File: src/rtl/codec_cfg_sequencer.sv
// WM8731 configuration sequencer: power-up delay, 7-word init table, then runtime writes.
// Optional macro CFG_RETRY_EN re-issues NACKed words up to MAX_RETRY times.
module codec_cfg_sequencer #(
    parameter logic [7:0]  DEV_ADDR    = 8'h34,
    parameter logic [15:0] STARTUP_CYC = 16'd1000,
    parameter int          MAX_RETRY   = 3
) (
    input  logic        clk,
    input  logic        rst,
    output logic        i2c_start,
    output logic [23:0] i2c_word,
    input  logic        i2c_done,
    input  logic        i2c_nack,
    input  logic        usr_valid,
    output logic        usr_ready,
    input  logic [6:0]  usr_reg,
    input  logic [8:0]  usr_data,
    output logic        usr_done,
    output logic        usr_err,
    output logic        init_done,
    output logic        cfg_fail
);

    typedef enum logic [2:0] {
        BOOT,
        ISSUE,
        WAIT,
        RUN,
        FAIL
    } state_t;

    state_t      state;
    logic [15:0] cnt;
    logic [2:0]  idx;

`ifdef CFG_RETRY_EN
    localparam int RW = (MAX_RETRY < 1) ? 1 : $clog2(MAX_RETRY + 1);
    localparam logic [RW-1:0] RMAX = RW'(MAX_RETRY);
    logic [RW-1:0] retry;
`endif

    // {reg[6:0], data[8:0]} for each init table slot
    function automatic logic [15:0] init_entry(input logic [2:0] i);
        logic [15:0] e;
        case (i)
            3'd0:    e = {7'h0F, 9'h000};
            3'd1:    e = {7'h04, 9'h015};
            3'd2:    e = {7'h05, 9'h000};
            3'd3:    e = {7'h06, 9'h000};
            3'd4:    e = {7'h07, 9'h042};
            3'd5:    e = {7'h08, 9'h019};
            3'd6:    e = {7'h09, 9'h001};
            default: e = 16'h0000;
        endcase
        return e;
    endfunction

    // Sequencer FSM; every output is a register updated on the transition edge.
    // init_done doubles as the "current word is a user write" flag.
    always_ff @(posedge clk) begin
        if (rst) begin
            state     <= BOOT;
            cnt       <= 16'd0;
            idx       <= 3'd0;
            i2c_start <= 1'b0;
            i2c_word  <= 24'h0;
            usr_ready <= 1'b0;
            usr_done  <= 1'b0;
            usr_err   <= 1'b0;
            init_done <= 1'b0;
            cfg_fail  <= 1'b0;
`ifdef CFG_RETRY_EN
            retry     <= '0;
`endif
        end else begin
            i2c_start <= 1'b0;
            usr_done  <= 1'b0;
            usr_err   <= 1'b0;
            unique case (state)
                BOOT: begin
                    if (cnt == STARTUP_CYC) begin
                        state     <= ISSUE;
                        i2c_start <= 1'b1;
                        i2c_word  <= {DEV_ADDR, init_entry(3'd0)};
                    end else begin
                        cnt <= cnt + 16'd1;
                    end
                end
                ISSUE: begin
                    state <= WAIT;
                end
                WAIT: begin
                    if (i2c_done) begin
                        if (!i2c_nack) begin
`ifdef CFG_RETRY_EN
                            retry <= '0;
`endif
                            if (init_done) begin
                                usr_done  <= 1'b1;
                                usr_ready <= 1'b1;
                                state     <= RUN;
                            end else if (idx == 3'd6) begin
                                init_done <= 1'b1;
                                usr_ready <= 1'b1;
                                state     <= RUN;
                            end else begin
                                idx       <= idx + 3'd1;
                                i2c_start <= 1'b1;
                                i2c_word  <= {DEV_ADDR, init_entry(idx + 3'd1)};
                                state     <= ISSUE;
                            end
                        end else
`ifdef CFG_RETRY_EN
                        if (retry < RMAX) begin
                            retry     <= retry + 1'b1;
                            i2c_start <= 1'b1;
                            state     <= ISSUE;
                        end else
`endif
                        begin
`ifdef CFG_RETRY_EN
                            retry <= '0;
`endif
                            if (init_done) begin
                                usr_err   <= 1'b1;
                                usr_ready <= 1'b1;
                                state     <= RUN;
                            end else begin
                                cfg_fail <= 1'b1;
                                state    <= FAIL;
                            end
                        end
                    end
                end
                RUN: begin
                    if (usr_valid) begin
                        usr_ready <= 1'b0;
                        i2c_start <= 1'b1;
                        i2c_word  <= {DEV_ADDR, usr_reg, usr_data};
                        state     <= ISSUE;
`ifdef CFG_RETRY_EN
                        retry     <= '0;
`endif
                    end
                end
                FAIL: begin
                    usr_ready <= 1'b0;
                    init_done <= 1'b0;
                    cfg_fail  <= 1'b1;
                end
                default: begin
                    state <= BOOT;
                end
            endcase
        end
    end

endmodule

File: config.mk
export PLATFORM = sky130hd
export DESIGN_NAME = codec_cfg_sequencer
export DESIGN_NICKNAME = d
export VERILOG_FILES = /design/src/rtl/codec_cfg_sequencer.sv
export SDC_FILE = /design/constraint.sdc
export NUM_CORES = 1
export LEC_CHECK = 0
export CAP_MARGIN = 20
export CORE_MARGIN = 3
export CORE_UTILIZATION = 46
export CTS_CLUSTER_DIAMETER = 100
export CTS_CLUSTER_SIZE = 8
export DETAILED_ROUTE_END_ITERATION = 7
export PLACE_DENSITY = 0.76
export SLEW_MARGIN = 20
export SYNTH_ARGS = -nofsm -noshare
export SYNTH_HDL_FRONTEND = slang
export SYNTH_SLANG_ARGS = --single-unit
export TNS_END_PERCENT = 1
File: constraint.sdc
create_clock -name clk -period 2 [get_ports clk]
set_input_delay 0.4 -clock clk [delete_from_list [all_inputs] [get_ports clk]]
set_output_delay 0.4 -clock clk [all_outputs]
set_load 0.005 [all_outputs]
==> flow_results.xml, run 1 <==
<?xml version="1.0" encoding="UTF-8"?>
<metrics>
  <group name="yosys">
    <metric name="postSynth.topFlopCell" unit="">dfxtp_1</metric>
    <metric name="synthesis.yosys.warnings" unit="">0</metric>
    <metric name="synth.ff_latch_count" unit="">45</metric>
    <metric name="yosys_chip_area" unit="sq um">2392</metric>
    <metric name="number_of_flops_mapped_to_enable_cells_by_yosys" unit="">0</metric>
    <metric name="top_area_share" unit="%">37.66</metric>
    <metric name="yosys_cells" unit="">284</metric>
    <metric name="postSynth.asyncResetShare" unit="%">0</metric>
    <metric name="postSynthAreaPerCell" unit="sq um">8.424</metric>
  </group>
  <group name="min_path">
    <metric name="holdCritPathClass" unit="">register to register</metric>
    <metric name="holdPathEnd" unit="">i2c_word[4]</metric>
    <metric name="timing.hold.worst_path_depth" unit="">2</metric>
  </group>
  <group name="floorplan">
    <metric name="core.rowCount" unit="">25</metric>
    <metric name="initial_utilization" unit="%">49.03</metric>
    <metric name="die-height" unit="um">78.12</metric>
    <metric name="floorplan.die.width" unit="um">78.12</metric>
  </group>
  <group name="detailed_routing">
    <metric name="drc" unit="">0</metric>
    <metric name="drtIter0Drc" unit="">127</metric>
    <metric name="wirelength_met1" unit="mm">2.426</metric>
    <metric name="avgViaCountPerCell" unit="">5.494</metric>
    <metric name="highest_layer" unit="">met4</metric>
    <metric name="route.vias.total" unit="">2214</metric>
    <metric name="drtAntennaViolNets" unit="">0</metric>
  </group>
  <group name="worst_setup_path">
    <metric name="critPathRequiredTime" unit="ns">2.24</metric>
    <metric name="crit_arrival" unit="ns">2.11</metric>
    <metric name="worst_setup_path_end_kind" unit="">register</metric>
    <metric name="crit_type" unit="">register to register</metric>
    <metric name="reg2reg_depth" unit="">8</metric>
    <metric name="r2r_end" unit="">i2c_word[13]</metric>
    <metric name="reg_to_reg_startpoint" unit="">cnt[0]</metric>
    <metric name="r2r_setup_slack" unit="ns">0.12</metric>
  </group>
  <group name="timing">
    <metric name="hold-worst-slack" unit="ns">0.4594</metric>
    <metric name="worst_slew_margin_rel" unit="%">59.53</metric>
    <metric name="report.final.setup_viol" unit="">0</metric>
    <metric name="fraction_of_the_cycle_the_final_worst_path_needs" unit="%">93.91</metric>
    <metric name="final.setup.tns" unit="ns">0</metric>
    <metric name="period_needed" unit="ns">1.878</metric>
    <metric name="maxClockFrequency" unit="MHz">532.4</metric>
    <metric name="final.setup_skew" unit="ns">0.004677</metric>
    <metric name="slew_violations" unit="">0</metric>
  </group>
  <group name="grt">
    <metric name="grt_remaining_overflow" unit="">0</metric>
    <metric name="grt_antenna_before_repair" unit="">0</metric>
    <metric name="busiest_layer" unit="">met2</metric>
    <metric name="grt_util_met2" unit="%">33.65</metric>
    <metric name="met3_track_usage_gr" unit="%">3.555</metric>
  </group>
  <group name="place">
    <metric name="hpwlAfterDp" unit="mm">4.257</metric>
    <metric name="detailedPlace.worstSlack" unit="ns">-0.0005358</metric>
    <metric name="post_dp_cell_area" unit="sq um">2947</metric>
    <metric name="i_o_buffers" unit="">45</metric>
    <metric name="gp_routability_congestion" unit="">0.9865</metric>
  </group>
  <group name="cts">
    <metric name="ctsHtreeMaxLevel" unit="">2</metric>
    <metric name="cts_tree" unit="">yes</metric>
    <metric name="clk_path_buf_depth" unit="">2</metric>
    <metric name="tritoncts_num_sinks" unit="">45</metric>
    <metric name="cts_hold_repair.buffers" unit="">0</metric>
    <metric name="clock-root-buffer" unit="">clkbuf_8</metric>
  </group>
  <group name="pwr">
    <metric name="power-per-cell-area" unit="nW/um^2">653.0</metric>
    <metric name="leakage" unit="nW">1.201</metric>
    <metric name="power.total" unit="mW">2.012</metric>
  </group>
  <group name="cells_and_area">
    <metric name="logic_area" unit="sq um">1354</metric>
    <metric name="num-fill-cells" unit="">434</metric>
    <metric name="num-nets-final" unit="">366</metric>
    <metric name="final_cells" unit="">403</metric>
  </group>
  <group name="job">
    <metric name="number_of_openroad_warnings" unit="">34</metric>
  </group>
  <group name="status">
    <metric name="result_of_the_run" unit="">finished clean</metric>
  </group>
</metrics>
run 1: worst max-delay path, stage by stage (launching register included):
cell      delay (ns)
dfxtp_1         0.41
inv_1           0.06
ha_1            0.18
nor3b_1         0.13
and4_1          0.22
buf_4           0.17
o211ai_4        0.21
buf_4           0.23
mux2i_1         0.20
run 1: registers in the layout, summed over array words and instances (netlist names):
register   count
i2c_word      17
i2c_start      1
cfg_fail       1
init_done      1
state          3
cnt           16
usr_err        1
usr_ready      1
usr_done       1
idx            3
run 1: power breakdown:
| group | total, mW | internal [mW] | switching [mW] |
|---|---|---|---|
| Combinational | 0.334 | 0.180 | 0.153 |
| Sequential | 0.955 | 0.929 | 0.0263 |
| Clock | 0.724 | 0.406 | 0.317 |
| Total | 2.01 | 1.52 | 0.497 |
run 1: synthesized netlist by cell type, drive strengths merged (4+ instances only):
cell     n
a211o    5
a21oi   22
and2     4
and4     4
buf     11
clkbuf  10
dfxtp   45
ha      10
inv     14
mux2i   15
nand2   35
nand3    9
nand4    4
nor2    18
o21ai   13
o31ai    5
or3      8
or4      5
xnor2    4
run 1: layout make-up:
class | instances | area share [%]
Clock buffer | 6 | 2.680
Clock inverter | 2 | 1.218
Inverter | 14 | 1.705
Multi-Input combinational cell | 208 | 43.93
Sequential cell | 45 | 29.23
Tap cell | 67 | 2.720
Timing Repair Buffer | 61 | 18.51
run 1: kinds of logic after synthesis:
group           count (synthesis)  synth area share, %
simple gates                  108                24.06
mux                            16                6.747
flops                          45                37.66
compound gates                 62                16.58
other cells                     1               0.1568
fa+ha+maj                      10                5.230
buf+inv                        35                7.008
xor+xnor                        7                2.563
run 1: timing repair:
item                                    4_1_cts  5_1_grt
resized                                       0        2
endpoints found under the setup margin        0        8
endpoints found under the hold margin         0        0
setup buffers                                 0        0
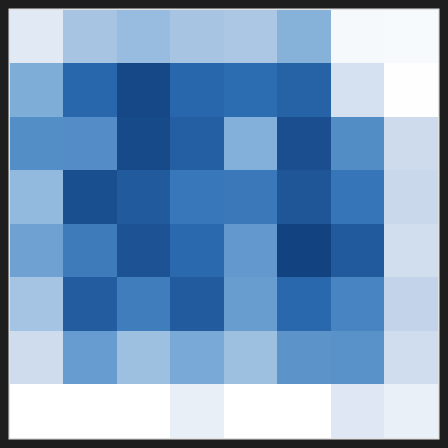
run_1/util_map.png
8 x 8 tiles, from white (low) to dark blue (high), 0 to 100% covered.
fullest tile: 93%
nearly empty tiles: 9.4%
tiles over 75% full: 28%

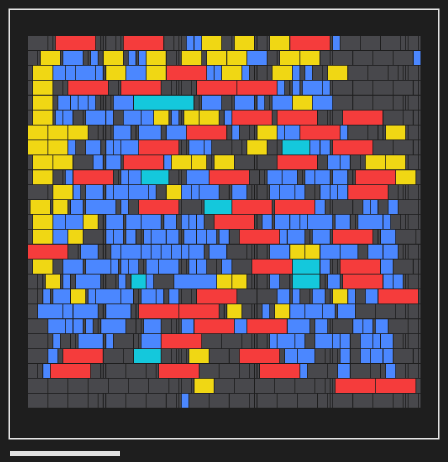
run_1/class_map.png
The bar under the picture is 20 um long. Fill, decap, tap and diode cells in gray.
legend:
  blue:
    class: remaining logic cells
    cells: 222
  cyan:
    class: clock drivers and dummy loads
    cells: 8
  yellow:
    class: remaining buffers and delay cells
    cells: 61
  red:
    class: registers
    cells: 45
core utilization of the finished layout: 63.15%
post-layout instance area: 3082 sq um

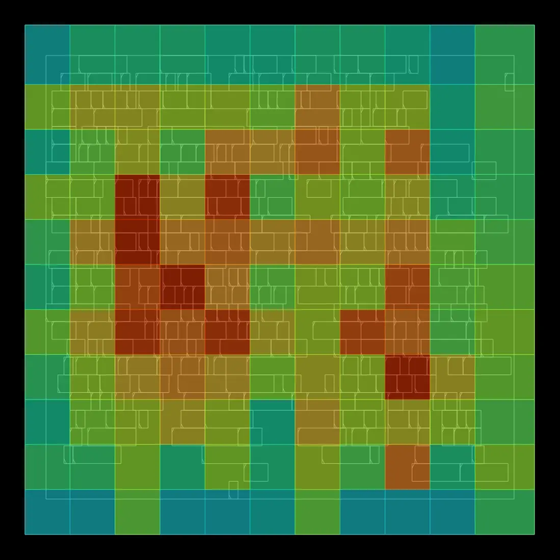
run_1/congestion_map.png
Routed WL per cell: 14.13 um
Global Route Usage Sum: 19.09%

==> run 2, diff against run 1 <==
- MAX_ROUTING_LAYER: unset -> met4
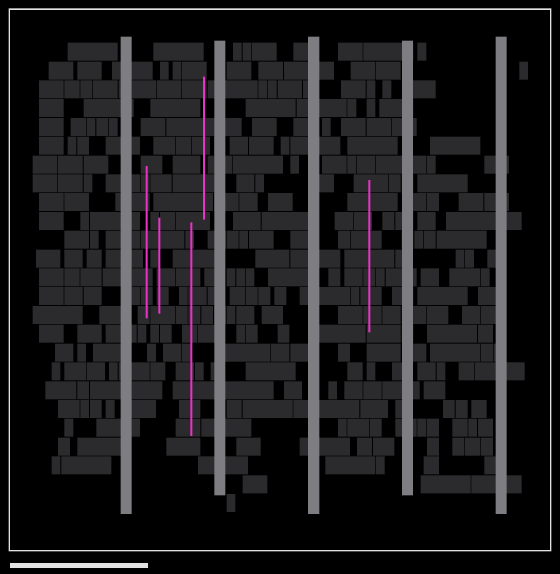
run_2/m4.png
The bar under the picture is 20 um long. Supply wires on this layer in gray.
main direction: vertical
share of all routed wire: 1.9%
Final Routed Wirelength: 5.694 mm
routed via count: 2,220

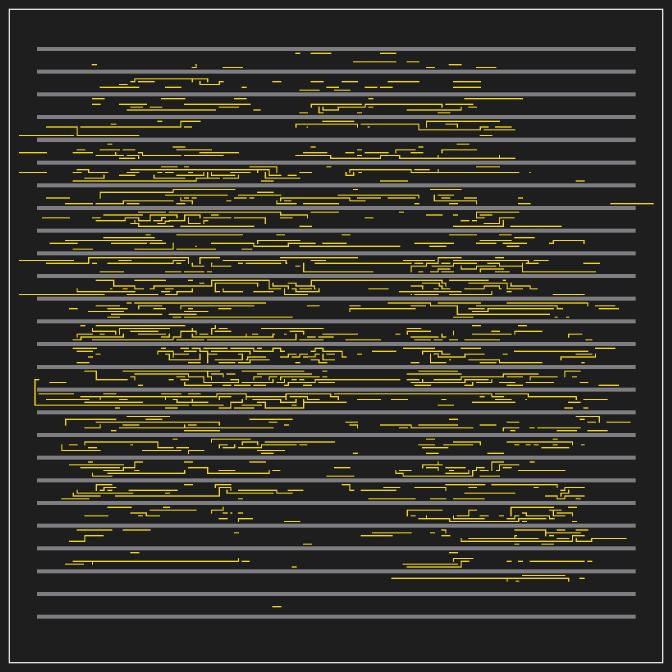
run_2/m1.png
Supply wires on this layer in gray.
nets with wire on the layer: 324
main direction: horizontal

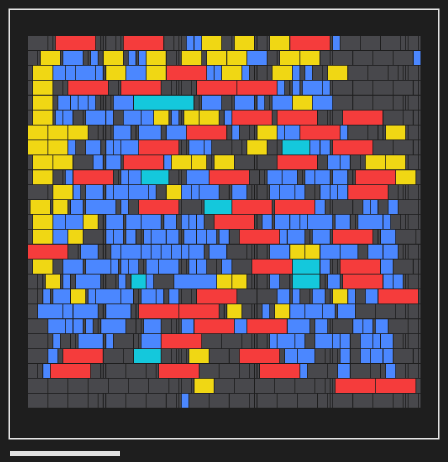
run_2/class_map.png
The bar under the picture is 20 um long. Fill, decap, tap and diode cells in gray.
legend:
  blue:
    class: remaining logic cells
    cells: 222
  cyan:
    class: clock drivers and dummy loads
    cells: 8
  red:
    class: registers
    cells: 45
  yellow:
    class: remaining buffers and delay cells
    cells: 61
total number of placement rows: 25
sequential cell area share: 29.23%
standard cell core area: 4880 sq um

==> run 2 against run 1 <==
  * Final area did not move
  * Die area did not move
  * Area after synthesis did not move
  * Clock power barely moved
  * Core utilization did not move
  * Combinational power barely moved
  * Maximum frequency barely moved
  * Synthesized cell count did not move
==> flow_results.xml, run 2 <==
<?xml version="1.0" encoding="UTF-8"?>
<metrics>
  <group name="grt">
    <metric name="met3_track_usage_gr" unit="%">3.440</metric>
    <metric name="grt_remaining_overflow" unit="">0</metric>
    <metric name="grt_antenna_before_repair" unit="">0</metric>
    <metric name="grt_use_total" unit="%">19.61</metric>
  </group>
  <group name="worst_setup_path">
    <metric name="library_cell_appearing_most_often_on_the_critical_path" unit="">buf_4</metric>
    <metric name="crit_buf_inv" unit="">3</metric>
    <metric name="critPathRequiredTime" unit="ns">2.24</metric>
    <metric name="category_of_cells_accounting_for_the_largest_share_of_critical_path_delay" unit="">buffers and inverters</metric>
  </group>
  <group name="yosys">
    <metric name="postSynth.asyncResetShare" unit="%">0</metric>
    <metric name="synth.most_common_cell" unit="">dfxtp_1</metric>
    <metric name="number_of_flops_mapped_to_enable_cells_by_yosys" unit="">0</metric>
    <metric name="synth.ff_latch_count" unit="">45</metric>
    <metric name="yosys_chip_area" unit="sq um">2392</metric>
  </group>
  <group name="place">
    <metric name="gp_routability_congestion" unit="">1.005</metric>
  </group>
  <group name="cells_and_area">
    <metric name="num-nets-final" unit="">366</metric>
    <metric name="final_cells" unit="">403</metric>
    <metric name="largestRegisters" unit="">i2c_word: 17 flops, cnt: 16 flops</metric>
    <metric name="registers.top_by_ff_count" unit="">i2c_word</metric>
    <metric name="postLayoutCellArea" unit="sq um">3082</metric>
  </group>
  <group name="timing">
    <metric name="maxClockFrequency" unit="MHz">532.6</metric>
    <metric name="final.setup.tns" unit="ns">0</metric>
    <metric name="fraction_of_the_cycle_the_final_worst_path_needs" unit="%">93.89</metric>
    <metric name="report.final.setup_viol" unit="">0</metric>
    <metric name="slew_violations" unit="">0</metric>
  </group>
  <group name="status">
    <metric name="result_of_the_run" unit="">finished clean</metric>
  </group>
  <group name="cts">
    <metric name="cts_tree" unit="">yes</metric>
    <metric name="clk_path_buf_depth" unit="">2</metric>
    <metric name="ctsHtreeMaxLevel" unit="">2</metric>
  </group>
  <group name="floorplan">
    <metric name="die-height" unit="um">78.12</metric>
  </group>
  <group name="pwr">
    <metric name="leakage" unit="nW">1.201</metric>
    <metric name="power-per-cell-area" unit="nW/um^2">653.0</metric>
    <metric name="power.total" unit="mW">2.012</metric>
  </group>
  <group name="detailed_routing">
    <metric name="wirelength_met1" unit="mm">2.422</metric>
    <metric name="avgViaCountPerCell" unit="">5.509</metric>
    <metric name="drc" unit="">0</metric>
  </group>
</metrics>
==> run 2: cell counts after synthesis <==
No cell type changed its count.
==> run 2: repair_timing <==
action                                  4_1_cts  5_1_grt
buffers inserted                              0        0
gates resized                                 0        2
hold endpoints to repair                      0        0
endpoints found under the setup margin        0        8
==> run 2: per-stage QoR <==
step | setup WS [ns] | utilization (%)
floorplan | 0.05090 | -
CTS | 0.06503 | 62.85
global placement | 0.07749 | 60.38
finish | 0.1223 | 63.15
global route | -0.005934 | 63.15
detailed placement | -0.0005358 | 60.38
==> run 2: where the power goes <==
part | internal (mW) | leakage [nW] | total (mW) | switching [mW]
Clock | 0.406 | 0.0574 | 0.724 | 0.318
Combinational | 0.180 | 0.780 | 0.334 | 0.153
Sequential | 0.929 | 0.364 | 0.955 | 0.0263
==> run 2: cell families (layout without fill, tap and decap cells) <==
| group | Yosys count | count (layout) | synth area share (%) |
|---|---|---|---|
| buffers and inverters | 35 | 83 | 7.008 |
| XOR/XNOR | 7 | 7 | 2.563 |
| other | 1 | 5 | 0.1568 |
| flip-flops | 45 | 45 | 37.66 |
| multiplexers | 16 | 16 | 6.747 |
| adder cells (fa/ha/maj) | 10 | 10 | 5.230 |
| AND/OR/NAND/NOR | 108 | 108 | 24.06 |
| AND-OR/OR-AND | 62 | 62 | 16.58 |
==> run 2: worst min-delay path, stage by stage, from the launching register on <==
cell and delay [ns]:
dfxtp_1 0.31, nand2_1 0.05, mux2i_1 0.05
==> run 2: cell type report <==
| type | instances | area, sq um |
|---|---|---|
| Fill cell | 434 | 1798 |
| Multi-Input combinational cell | 208 | 1354 |
| Sequential cell | 45 | 900.9 |
| Timing Repair Buffer | 61 | 570.5 |
| Tap cell | 67 | 83.83 |
| Clock buffer | 6 | 82.58 |
| Inverter | 14 | 52.55 |
| Clock inverter | 2 | 37.54 |
No activity file was given, so power comes from the tool's default toggle rates.
